==> config.mk <==
export PLATFORM = sky130hd
export DESIGN_NAME = multicycle_control_fsm_flat
export DESIGN_NICKNAME = d
export VERILOG_FILES = /design/src/rtl/mcpu_pkg.sv /design/src/rtl/multicycle_control_fsm_if.sv /design/src/rtl/alu_decode.sv /design/src/rtl/multicycle_control_fsm.sv /design/src/flat_wrapper.sv
export SDC_FILE = /design/constraint.sdc
export NUM_CORES = 1
export LEC_CHECK = 0
export ABC_AREA = 1
export CAP_MARGIN = 10
export CORE_MARGIN = 8
export CORE_UTILIZATION = 46
export DETAILED_ROUTE_END_ITERATION = 8
export GPL_TIMING_DRIVEN = 0
export PLACE_DENSITY = 0.76
export SYNTH_ARGS = -nofsm -noshare
export SYNTH_HDL_FRONTEND = slang
export SYNTH_SLANG_ARGS = --single-unit
==> constraint.sdc <==
create_clock -name clk -period 1.8 [get_ports clk]
set_clock_uncertainty 0.05 [all_clocks]
set_input_delay 0.45 -clock clk [delete_from_list [all_inputs] [get_ports clk]]
set_output_delay 0.45 -clock clk [all_outputs]
set_load 0.02 [all_outputs]
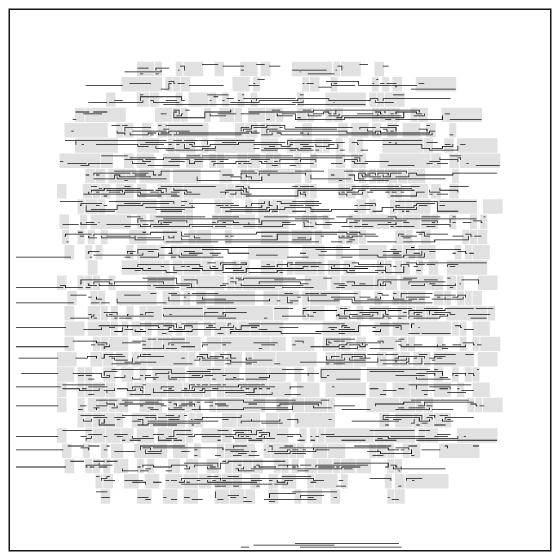
*Met1 routing, run 1*
Cells faint in the background.
The layer holds 44% of the routed length. The wires run mostly horizontal. The layer carries 4430 um of wire. 588 nets have wire on it.
total length of routed wires: 10000 um
global-route met1 utilization: 0.266

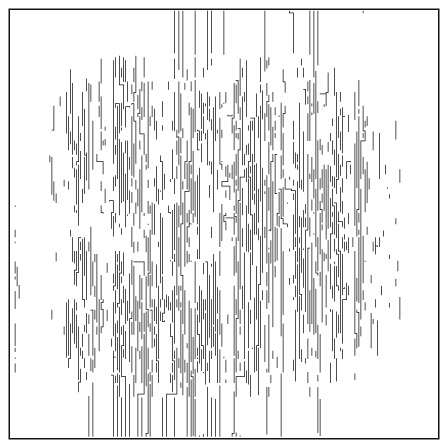
*The metal 2 layer, run 1*
The wires run mostly vertical. The layer holds 48% of the routed length.
vias: 3595
grt met2 use: 0.353

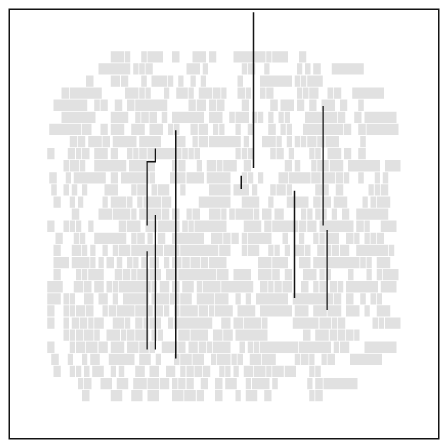
*M4 wires, run 1*
Cells faint in the background.
The layer carries 227 um of wire. The longest straight run is 51.0 um.

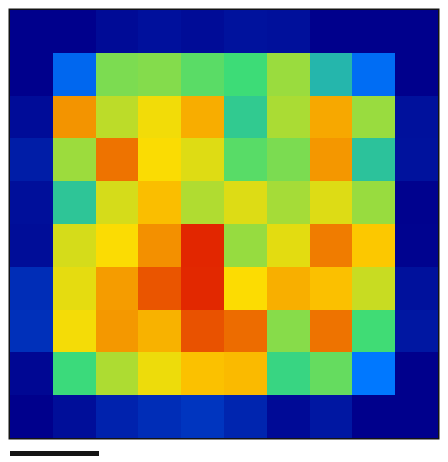
*Placement density heat map, run 1*
Bar = 20 um. 10 x 10 tiles, from dark blue (low) to red (high), 0 to 100% covered.
The fullest tile reaches 96%. The mean over all tiles is 44%. The densest ninth of the die: center. 14% of the tiles are nearly empty.
FP Util: 0.471
Layout Utilization: 0.669

==> results.ini <==
[status]
status=finished with violations
violations=negative setup slack

[detailed_routing]
wl_per_cell_um=14.7
avgViaCountPerCell=5.28
route.met3.wl_um=512
drt_first_iter_violations=214
number_of_detailed_route_iterations_in_the_first_pass=5

[synthesis]
ys.warnings.count=0
yosysChipArea_mm2=0.00296
yosys_register_bits=36
postSynth.asyncResetShare=0
mux_area_frac=0
synth_simple_gate_area_share=0.433
ys_top_cells_by_area=sky130_fd_sc_hd__dfxtp_1 24%, sky130_fd_sc_hd__nand2_1 18%, sky130_fd_sc_hd__inv_1 8.8%, sky130_fd_sc_hd__nand3_1 8.5%, sky130_fd_sc_hd__nor2_1 7.7%
ys_seq_frac=0.244
synth_area_in_xor_xnor=0.0888
post_synthesis_cell_area_mm2=0.00296
synth_largest_type_area_fraction=0.244

[worst_setup_path]
critical_path_peak_fanout=8
worstPathRequired_ns=1.90
worst_ep_arrival_time_ns=2.09
reg2reg_setup_slack_ns=-0.19

[finish]
design.final.nets=621
antenna_cells=0
final_layout_size_suffix_gt1_frac=0.306
final_cell_area_mm2=0.00420

[timing]
rsz_0062_raised_after_global_routing=yes
report.final.hold_viol_count=0
fin_ws_ns=-0.188
layout_worst_path_cycle_share=1.10
slew-limit-headroom=0.602
timing.final.setup_violations=43
layout_min_cycle_time_ns=1.99
achievable-frequency_mhz=503
worst-slew-pin-transition_ns=0.596

[grt]
grt_first_pass_wirelength_um=15500
grt_max_degree=11
antenna_violations_before_repair=0
grt_pass1_vias=3357

[placed_design]
final_wtd_congestion=0.946
placedInstanceArea_mm2=0.00372
hpwlAfterDp_um=7280
port_buffers=64

[power_and_ir_drop]
p_leak_nw=2.07
finalPower_w=0.00233

[die]
core_mm2=0.00628
pin_count=66
die_width_um=96.2
die-area_mm2=0.00926

[cts]
tritoncts=done
htree_num_levels=2

[flow_run]
tool_warnings=29
maxcap_viol_count=0

[min_path]
hold_path_class=flip-flop to flip-flop

-- run 1: cell families (layout without fill, tap and decap cells) --
logic type / count (synthesis) / in the layout
XOR/XNOR: 30 / 30
AND/OR/NAND/NOR: 297 / 297
flip-flops: 36 / 36
AND-OR/OR-AND: 48 / 48
adder cells (fa/ha/maj): 1 / 1
buffers and inverters: 100 / 192
-- run 1: power by group --
part | switching, W | internal (W) | leakage, nW
clock network | 0.000305 | 0.000264 | 0.0410
registers | 0.0000355 | 0.000815 | 0.295
logic | 0.000503 | 0.000406 | 1.73
-- run 1: layout make-up --
class	instances	area, um2
tap	77	96.3
multi-input combinational	376	2130
clock buffer	6	72.6
timing repair buffer	88	672
sequential	36	741
buffer	19	168
inverter	78	315
fill	594	2080
clock inverter	1	5.00
-- run 1: worst max-delay path, cell delays in order (launching register included) --
cell and delay (ns):
sky130_fd_sc_hd__dfxtp_4 0.41, sky130_fd_sc_hd__inv_6 0.06, sky130_fd_sc_hd__nand2_4 0.08, sky130_fd_sc_hd__inv_1 0.07
sky130_fd_sc_hd__nand3_1 0.12, sky130_fd_sc_hd__nand4_1 0.16, sky130_fd_sc_hd__nor2_2 0.16, sky130_fd_sc_hd__nand3_2 0.13
sky130_fd_sc_hd__nor2_8 0.21, sky130_fd_sc_hd__nand2_8 0.13, sky130_fd_sc_hd__clkbuf_16 0.17, sky130_fd_sc_hd__nand2_1 0.05
sky130_fd_sc_hd__a21oi_1 0.06
-- run 1: placed cells by master (no fill, tap or decap), types with 7 or more instances in the layout --
cell type,instances
sky130_fd_sc_hd__nor3_1,12
sky130_fd_sc_hd__nand3_1,47
sky130_fd_sc_hd__nor2_2,20
sky130_fd_sc_hd__nand2_1,127
sky130_fd_sc_hd__buf_4,33
sky130_fd_sc_hd__dfxtp_1,28
sky130_fd_sc_hd__xor2_1,18
sky130_fd_sc_hd__inv_2,11
sky130_fd_sc_hd__clkdlybuf4s15_1,11
sky130_fd_sc_hd__nand4_1,13
sky130_fd_sc_hd__dlygate4sd2_1,7
sky130_fd_sc_hd__buf_2,13
sky130_fd_sc_hd__inv_1,61
sky130_fd_sc_hd__clkbuf_2,22
sky130_fd_sc_hd__xnor2_1,12
sky130_fd_sc_hd__nand2_2,12
sky130_fd_sc_hd__a21oi_1,32
sky130_fd_sc_hd__nor2_1,38
sky130_fd_sc_hd__buf_6,7
sky130_fd_sc_hd__nor2_4,8
-- run 1: repair_timing --
action | 4_1_cts | 5_1_grt
setup buffers | 12 | 8
setup endpoints to repair | 83 | 77
gates resized | 223 | 107
cloned | 1 | 3
pin swaps | 23 | 25
hold buffers | 0 | 0
-- run 1: metal layers --
metal  up-vias  track usage
li1       1795            -
met1      1674        0.266
met2       106        0.353
met3        20       0.0367
met4         0       0.0589
met5         -            0
-- run 1: per-stage QoR --
stage	instances	util	hold slack, ns	setup WS [ns]	setup TNS, ns
6_report	681	0.669	0.444	-0.188	-5.89
5_1_grt	681	0.669	0.475	-0.257	-9.08
4_1_cts	670	0.633	0.443	-0.126	-3.63
3_5_place_dp	653	0.593	0.433	-0.965	-58.80
3_3_place_gp	653	0.593	0.420	-0.930	-58.06
2_1_floorplan	512	-	0.402	-0.0487	-0.146
Power figures rest on the tool's default switching activity, not on a simulated workload.
